run_1/pinout.png
Pins as bars across the die edge, other pins in grey.
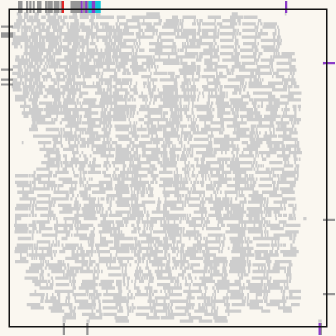
run_1/layers.png
Only two layers are drawn.
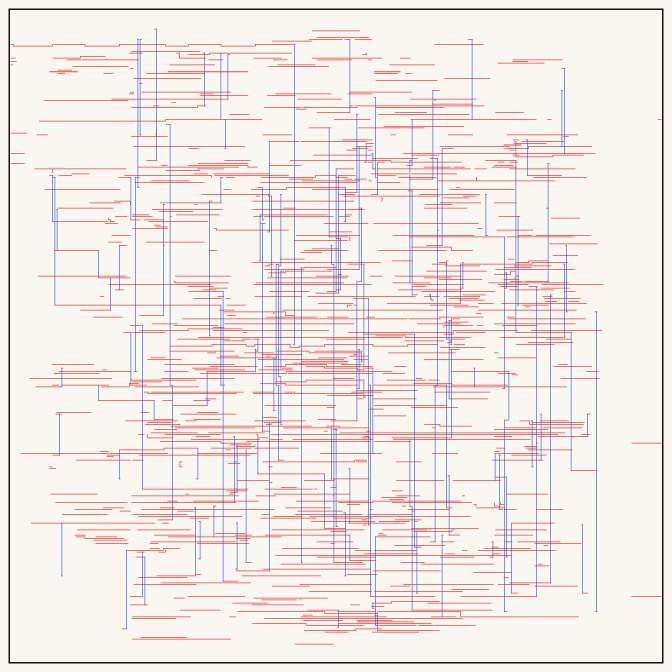
run_1/congestion_map.png
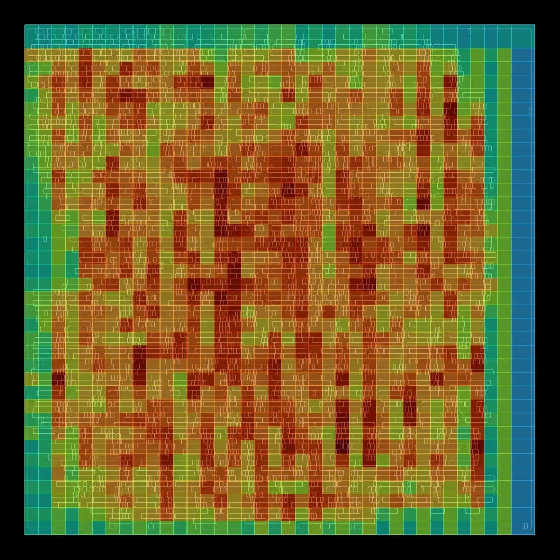
$ cat src/rtl/hamming_pair_engine_if.sv
// Byte-wide data-memory bus between the pair engine (master) and data memory (slave).
interface hamming_pair_engine_if;
   logic [7:0] mem_addr;
   logic [7:0] mem_rd_data;
   logic       mem_wr_en;
   logic [7:0] mem_wr_data;

   modport master (output mem_addr, output mem_wr_en, output mem_wr_data, input mem_rd_data);
   modport slave  (input mem_addr, input mem_wr_en, input mem_wr_data, output mem_rd_data);
endinterface

$ cat src/rtl/hamming_pair_engine.sv
// Loads NUM_WORDS 16-bit operands from data memory, finds min/max Hamming distance
// over all unordered pairs, writes both back and raises done.
module hamming_pair_engine #(
   parameter int NUM_WORDS   = 32,
   parameter int BASE_ADDR   = 0,
   parameter int RESULT_ADDR = 64
) (
   input  logic                  clk,
   input  logic                  reset,
   hamming_pair_engine_if.master mem,
   output logic                  done,
   output logic [4:0]            min_dist,
   output logic [4:0]            max_dist,
   output logic [4:0]            min_lo,
   output logic [4:0]            min_hi,
   output logic [4:0]            max_lo,
   output logic [4:0]            max_hi
);

   localparam int NBYTES = 2 * NUM_WORDS;
   localparam int CW     = $clog2(NBYTES);
   localparam logic [CW-1:0] LAST_BYTE = CW'(NBYTES - 1);
   localparam logic [4:0]    LAST_J    = 5'(NUM_WORDS - 2);
   localparam logic [4:0]    LAST_K    = 5'(NUM_WORDS - 1);

   typedef enum logic [2:0] {LOAD, COMPARE, WR_MIN, WR_MAX, DONE} state_t;

   state_t        state;
   logic [CW-1:0] cnt;
   logic [4:0]    j, k;
   logic [15:0]   words [NUM_WORDS];
   logic [7:0]    addr_q, wr_data_q;
   logic          wr_en_q;

   logic [15:0]   diff;
   logic [4:0]    d, min_nx, widx;
   logic          min_upd, max_upd;

   always_comb begin
      diff = words[j] ^ words[k];
      d = '0;
      for (int unsigned b = 0; b < 16; b++) d = d + 5'(diff[b]);
      min_upd = d < min_dist;
      max_upd = d > max_dist;
      min_nx  = min_upd ? d : min_dist;
      widx    = 5'(cnt >> 1);
   end

   assign mem.mem_addr    = addr_q;
   assign mem.mem_wr_data = wr_data_q;
   // Reset kills the strobe in the same cycle so an abort never lands a write.
   assign mem.mem_wr_en   = wr_en_q & ~reset;

   always_ff @(posedge clk) begin
      if (!reset && state == LOAD) begin
         if (cnt[0]) words[widx][7:0]  <= mem.mem_rd_data;
         else        words[widx][15:8] <= mem.mem_rd_data;
      end
   end

   always_ff @(posedge clk) begin
      if (reset) begin
         state     <= LOAD;
         cnt       <= '0;
         addr_q    <= 8'(BASE_ADDR);
         wr_en_q   <= 1'b0;
         wr_data_q <= '0;
         done      <= 1'b0;
         min_dist  <= 5'd16;
         max_dist  <= '0;
         min_lo    <= '0;
         min_hi    <= '0;
         max_lo    <= '0;
         max_hi    <= '0;
         j         <= '0;
         k         <= 5'd1;
      end else begin
         case (state)
            LOAD: begin
               addr_q <= 8'(BASE_ADDR + int'(cnt) + 1);
               if (cnt == LAST_BYTE) begin
                  state <= COMPARE;
                  j     <= '0;
                  k     <= 5'd1;
               end else begin
                  cnt <= cnt + CW'(1);
               end
            end
            COMPARE: begin
               if (min_upd) begin
                  min_dist <= d;
                  min_lo   <= j;
                  min_hi   <= k;
               end
               if (max_upd) begin
                  max_dist <= d;
                  max_lo   <= j;
                  max_hi   <= k;
               end
               if (k == LAST_K) begin
                  if (j == LAST_J) begin
                     // Last pair's update is folded into the first write's data.
                     state     <= WR_MIN;
                     addr_q    <= 8'(RESULT_ADDR);
                     wr_data_q <= {3'b000, min_nx};
                     wr_en_q   <= 1'b1;
                  end else begin
                     j <= j + 5'd1;
                     k <= j + 5'd2;
                  end
               end else begin
                  k <= k + 5'd1;
               end
            end
            WR_MIN: begin
               state     <= WR_MAX;
               addr_q    <= 8'(RESULT_ADDR + 1);
               wr_data_q <= {3'b000, max_dist};
            end
            WR_MAX: begin
               state   <= DONE;
               wr_en_q <= 1'b0;
               done    <= 1'b1;
            end
            DONE: ;
            default: state <= LOAD;
         endcase
      end
   end

endmodule

$ cat src/flat_wrapper.sv
// flat-port wrapper written by rule: the top's interface ports become plain ports
module hamming_pair_engine_flat 
#(
   parameter int NUM_WORDS   = 32,
   parameter int BASE_ADDR   = 0,
   parameter int RESULT_ADDR = 64
)
  (clk, reset, done, min_dist, max_dist, min_lo, min_hi, max_lo, max_hi, mem_mem_addr, mem_mem_wr_en, mem_mem_wr_data, mem_mem_rd_data);
  hamming_pair_engine_if mem_i ();
  input  logic clk;
  input  logic reset;
  output logic done;
  output logic [4:0] min_dist;
  output logic [4:0] max_dist;
  output logic [4:0] min_lo;
  output logic [4:0] min_hi;
  output logic [4:0] max_lo;
  output logic [4:0] max_hi;
  output wire logic [$bits(mem_i.mem_addr)-1:0] mem_mem_addr;
  output wire logic [$bits(mem_i.mem_wr_en)-1:0] mem_mem_wr_en;
  output wire logic [$bits(mem_i.mem_wr_data)-1:0] mem_mem_wr_data;
  input wire logic [$bits(mem_i.mem_rd_data)-1:0] mem_mem_rd_data;
  assign mem_mem_addr = mem_i.mem_addr;
  assign mem_mem_wr_en = mem_i.mem_wr_en;
  assign mem_mem_wr_data = mem_i.mem_wr_data;
  assign mem_i.mem_rd_data = mem_mem_rd_data;
  hamming_pair_engine #(.NUM_WORDS(NUM_WORDS), .BASE_ADDR(BASE_ADDR), .RESULT_ADDR(RESULT_ADDR)) u_core (.clk(clk), .reset(reset), .mem(mem_i), .done(done), .min_dist(min_dist), .max_dist(max_dist), .min_lo(min_lo), .min_hi(min_hi), .max_lo(max_lo), .max_hi(max_hi));
endmodule
$ cat config.mk
export PLATFORM = sky130hd
export DESIGN_NAME = hamming_pair_engine_flat
export DESIGN_NICKNAME = d
export VERILOG_FILES = /design/src/rtl/hamming_pair_engine_if.sv /design/src/rtl/hamming_pair_engine.sv /design/src/flat_wrapper.sv
export SDC_FILE = /design/constraint.sdc
export NUM_CORES = 1
export LEC_CHECK = 0
export ABC_AREA = 1
export CAP_MARGIN = 15
export CORE_UTILIZATION = 46
export CTS_BUF_LIST = sky130_fd_sc_hd__clkbuf_8
export CTS_CLUSTER_DIAMETER = 50
export DETAILED_ROUTE_END_ITERATION = 7
export GPL_TIMING_DRIVEN = 0
export REMOVE_ABC_BUFFERS = 1
export SETUP_SLACK_MARGIN = 0.15
export SLEW_MARGIN = 25
export SYNTH_ARGS = -nofsm -noshare
export SYNTH_HDL_FRONTEND = slang
export SYNTH_SLANG_ARGS = --single-unit
$ cat constraint.sdc
create_clock -name clk -period 7.15 [get_ports clk]
set_clock_uncertainty 0.15 [all_clocks]
set_input_delay 1.0725 -clock clk [delete_from_list [all_inputs] [get_ports clk]]
set_output_delay 1.0725 -clock clk [all_outputs]
set_load 0.05 [all_outputs]
==> changes_impl.md, run 1 <==
## Flow update

- Status: finished clean
- Die X: 260 um
- Largest net degree at the start of global routing: approximately 65
- Number of enable flip-flop cells: 512
- Comb area leader: simple AND/OR/NAND/NOR gates
- Root Buffer: clkbuf_8
- Chip area line of the yosys report: 30700 sq um
- Port-buffer cells: approximately 53
- DIE AREA: a little under 70000 sq um
- Power per cell area: ~380 nW/um^2
- DRC Markers: 0
- Mux share: 0
- Setup ws final: between 150 and 200 ps
- Antenna Nets Post-Route: 0
- Critical path class: reg -> reg
- Max Buffers Root-to-Sink: 3
- Initial antenna violation count: 1
- Register share after synthesis: 0.549
- Fin crit period: roughly 7000 ps
- Hold path start: u_core.max_hi[2]
- NumNets Final: around 3800
- Critical Path Source Type: flop
- Top cells excl fill/tap: nand2_1, nand3_1, edfxtp_1
- Max frequency: between 0.1 and 0.15 GHz
- FP Rows: 94
- WL per Instance: roughly 24 um
- Synthesized cell area: approximately 31000 sq um
- H-Tree Depth: 3
- Placed insts: 4445
- Max_cap viols: 0
- Fillers: about 6000
- Highest Signal Layer: met4
- Boundary pin count: 58
- RSZ-0062 raised after global routing: true
- Yosys top cell by area: edfxtp_1
- Async set-or-reset flop fraction in the synthesized netlist: 0
- Dpl ws: -2160 ps
- Vias in the first global route: around 25000
- Met1 Routed Length: 44500 um
- Floorplan core density: 0.466
- Gate Count Post-Synth: approximately 3700
- CTS clock-pin slew for the worst setup and hold paths: roughly 70 ps
- Met3 Wirelength: ~13000 um
- Count leader, synth: nand2_1
- Max reg flops: 512
- Total power: between 0.01 and 0.015 W
- Post-DP Area: 32100 sq um
- Final instance area: 36200 sq um
- Register-to-register setup slack: 150 ps
- WP depth: 36
- LEAKAGE: roughly 15 nW
- Clk latency late pin: just over 700 ps
- R2r endpoint: u_core.min_dist[3]
- Register with the most flip-flops: u_core.words
- Hold path endpoint: u_core.max_hi[2]
- Hold Slack: approximately 310 ps
- Top cell excl fill/tap: nand2_1
- CP max stage delay: 590 ps
- Die H: roughly 260 um
- Tool warnings: 27
- Complex Gates by Area: 0.0177
- CTS tree: yes
- Crit path to: u_core.min_dist[3]
- Number of setup violations in the final report: 0
- Gr ovfl total: 0
- Vias/cell: 5.86
- Final hold viol count: 0
- Worst Path Arrival: 7410 ps
- Top cells by count, synth: nand2_1, nand3_1, edfxtp_1
- Worst-path maximum fanout: 8
- Slew Viols, Final: 0
- Data required time of the worst path: 7560 ps
- Fa+ha+maj area frac: 0.0147
- Worst reg2reg path depth: 36
- CP bufs+invs: 11
- HP Class: reg -> reg
- CP max stage cell: fa_1
- Worst-margin pin slew: between 1000 and 1500 ps
- Final core occ: 0.549
- CP delay by family, top: adder cells
- Core area: between 60000 and 70000 sq um
- First-pass GRT wire length: 165000 um
- WL met2: 51300 um
-- pinout.png (at the start) --
legend:
  `mem_mem_wr_data`:
    colour: purple
    pins: 8
    direction: output
    edge: 6 top, 1 right, 1 bottom
  `min_dist`:
    colour: cyan
    pins: 5
    direction: output
    edge: top
  `done`:
    colour: red
    pins: 1
    direction: output
    edge: top
all pins by edge: 44 top, 7 left, 4 bottom, 3 right

-- layers.png (at the start) --
legend:
  M3:
    colour: red
    wire_length: 13100 um
  M4:
    colour: blue
    wire_length: 4880 um

-- congestion_map.png (at the start) --
layer with the highest usage: met2
grt met3 use: 0.0639
GR Layer Usage met2: 0.515
total track usage: 0.334

## run 1: area by class of cell
type	count	area [sq um]	share of cell area
tap	864	1080	0.0299
antenna	1	2.50	0.0000692
multi-input combinational	2765	12600	0.349
clock buffer	106	1460	0.0403
timing repair inverter	11	91.3	0.00253
sequential	585	16900	0.467
inverter	139	617	0.0171
timing repair buffer	189	3090	0.0855
clock inverter	69	329	0.00910
## run 1: what timing repair did
item | in CTS | in global routing
gates cloned | 43 | 2
hold buffers | 0 | 0
pin swaps | 17 | 63
buffers inserted | 41 | 22
setup endpoints to repair | 35 | 35
resized | 39 | 108
## run 1: power by group
group | switching [W] | internal, W
Clock | 0.00140 | 0.00142
Combinational | 0.00386 | 0.00303
Sequential | 0.0000672 | 0.00379
==> run 2, diff against run 1 <==
--- a/config.mk
+++ b/config.mk
@@ -6,7 +6,7 @@
 export NUM_CORES = 1
 export LEC_CHECK = 0
 export ABC_AREA = 1
-export CAP_MARGIN = 15
+export CAP_MARGIN = 0
 export CORE_UTILIZATION = 46
 export CTS_BUF_LIST = sky130_fd_sc_hd__clkbuf_8
 export CTS_CLUSTER_DIAMETER = 50
run_2/layers.png
Only two layers are drawn.
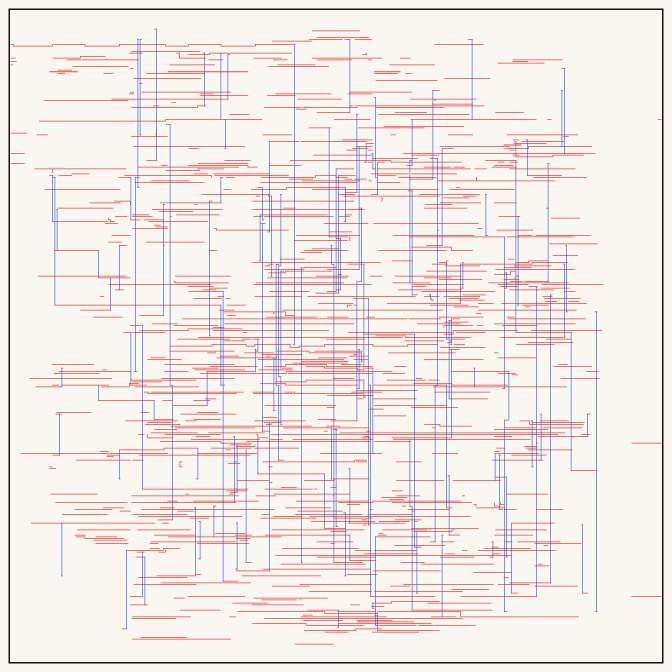
legend:
  M3:
    colour: red
    wire_length: 13100 um
  M4:
    colour: blue
    wire_length: 4880 um

==> run 2 against run 1 <==
Against the previous run:
- flip-flop count unchanged
- synthesized cell count unchanged
- sequential share of layout area unchanged
- sequential power about the same
- utilization unchanged
- register-to-register slack about the same
- design area unchanged
- non-clock buffer count unchanged
- global-route usage unchanged
- critical endpoint unchanged
- largest power group unchanged
- highest routed layer unchanged
==> changes_impl.md, run 2 <==
## Flow update

- Boundary pin count: 58 (unchanged)
- Top cell excl fill/tap: nand2_1
- Layer with the highest usage: met2
- Port-buffer cells: 53 (unchanged)
- CP max stage cell: fa_1
- Tool warnings: 27 (unchanged)
- Critical Path Source Type: flop
- Pwr top: combinational cells
- Highest Signal Layer: met4
- Register share after synthesis: 0.549 (unchanged)
- Max Buffers Root-to-Sink: 3 (unchanged)
- Power per cell area: 375 nW/um^2 (unchanged)
- Worst reg2reg path depth: 36 (unchanged)
- Crit path to: u_core.min_dist[3]
- HP Class: reg -> reg
- Clk power: 0.00282 W (about the same)
- Gate Area: 12600 sq um (unchanged)
- Mux share: 0 (unchanged)
- H-Tree Depth: 3 (unchanged)
- Largest net degree at the start of global routing: 65 (unchanged)
- Fin crit period: 7000 ps (unchanged)
- Int Power: 0.00825 W (unchanged)
- Combinational share of power: 0.508 (about the same)
- PostCTS Resize Cnt: 39 (unchanged)
- RSZ-0062 raised after global routing: true
- Fillers: 5951 (unchanged)
- GR Layer Usage met2: 0.515 (unchanged)
- Status: finished clean
- Met3 Wirelength: 13100 um (unchanged)
- Reg power frac: 0.284 (about the same)
- CTS tree: yes
- NumNets Final: 3829 (unchanged)
- DRC Markers: 0 (unchanged)
- Switching pwr: 0.00533 W (unchanged)
- Grt met3 use: 0.0639 (unchanged)
- Die X: 260 um (unchanged)
- Slew Viols, Final: 0 (unchanged)
- Die H: 260 um (unchanged)
- Gate Count Post-Synth: 3735 (unchanged)
- Chip area line of the yosys report: 30700 sq um (unchanged)
- Count leader, synth: nand2_1
- Total track usage: 0.334 (unchanged)
- Switching Share: 0.392 (unchanged)
- Floorplan core density: 0.466 (unchanged)
- Logic power comb: 0.00689 W (about the same)
- Root Buffer: clkbuf_8
- Yosys top cell by area: edfxtp_1
[run 2: through the flow]
step	setup TNS, ps	power, W	util	worst slack, ps	hold WS [ps]
floorplan	-330490	0.00648	-	-9770	321
global placement	-931690	0.00753	0.471	-27270	305
detailed placement	-57420	0.00773	0.487	-2160	302
CTS	0	0.0113	0.539	164	312
global route	-48.3	0.0142	0.549	-19.0	337
finish	0	0.0136	0.549	151	315
[run 2: layout make-up]
type                       count  share of cell area
timing repair buffer         189              0.0855
tap                          864              0.0299
sequential                   585               0.467
clock inverter                69             0.00910
inverter                     139              0.0171
clock buffer                 106              0.0403
multi-input combinational   2765               0.349
timing repair inverter        11             0.00253
antenna                        1           0.0000692
Power and IR drop assume default switching activity.
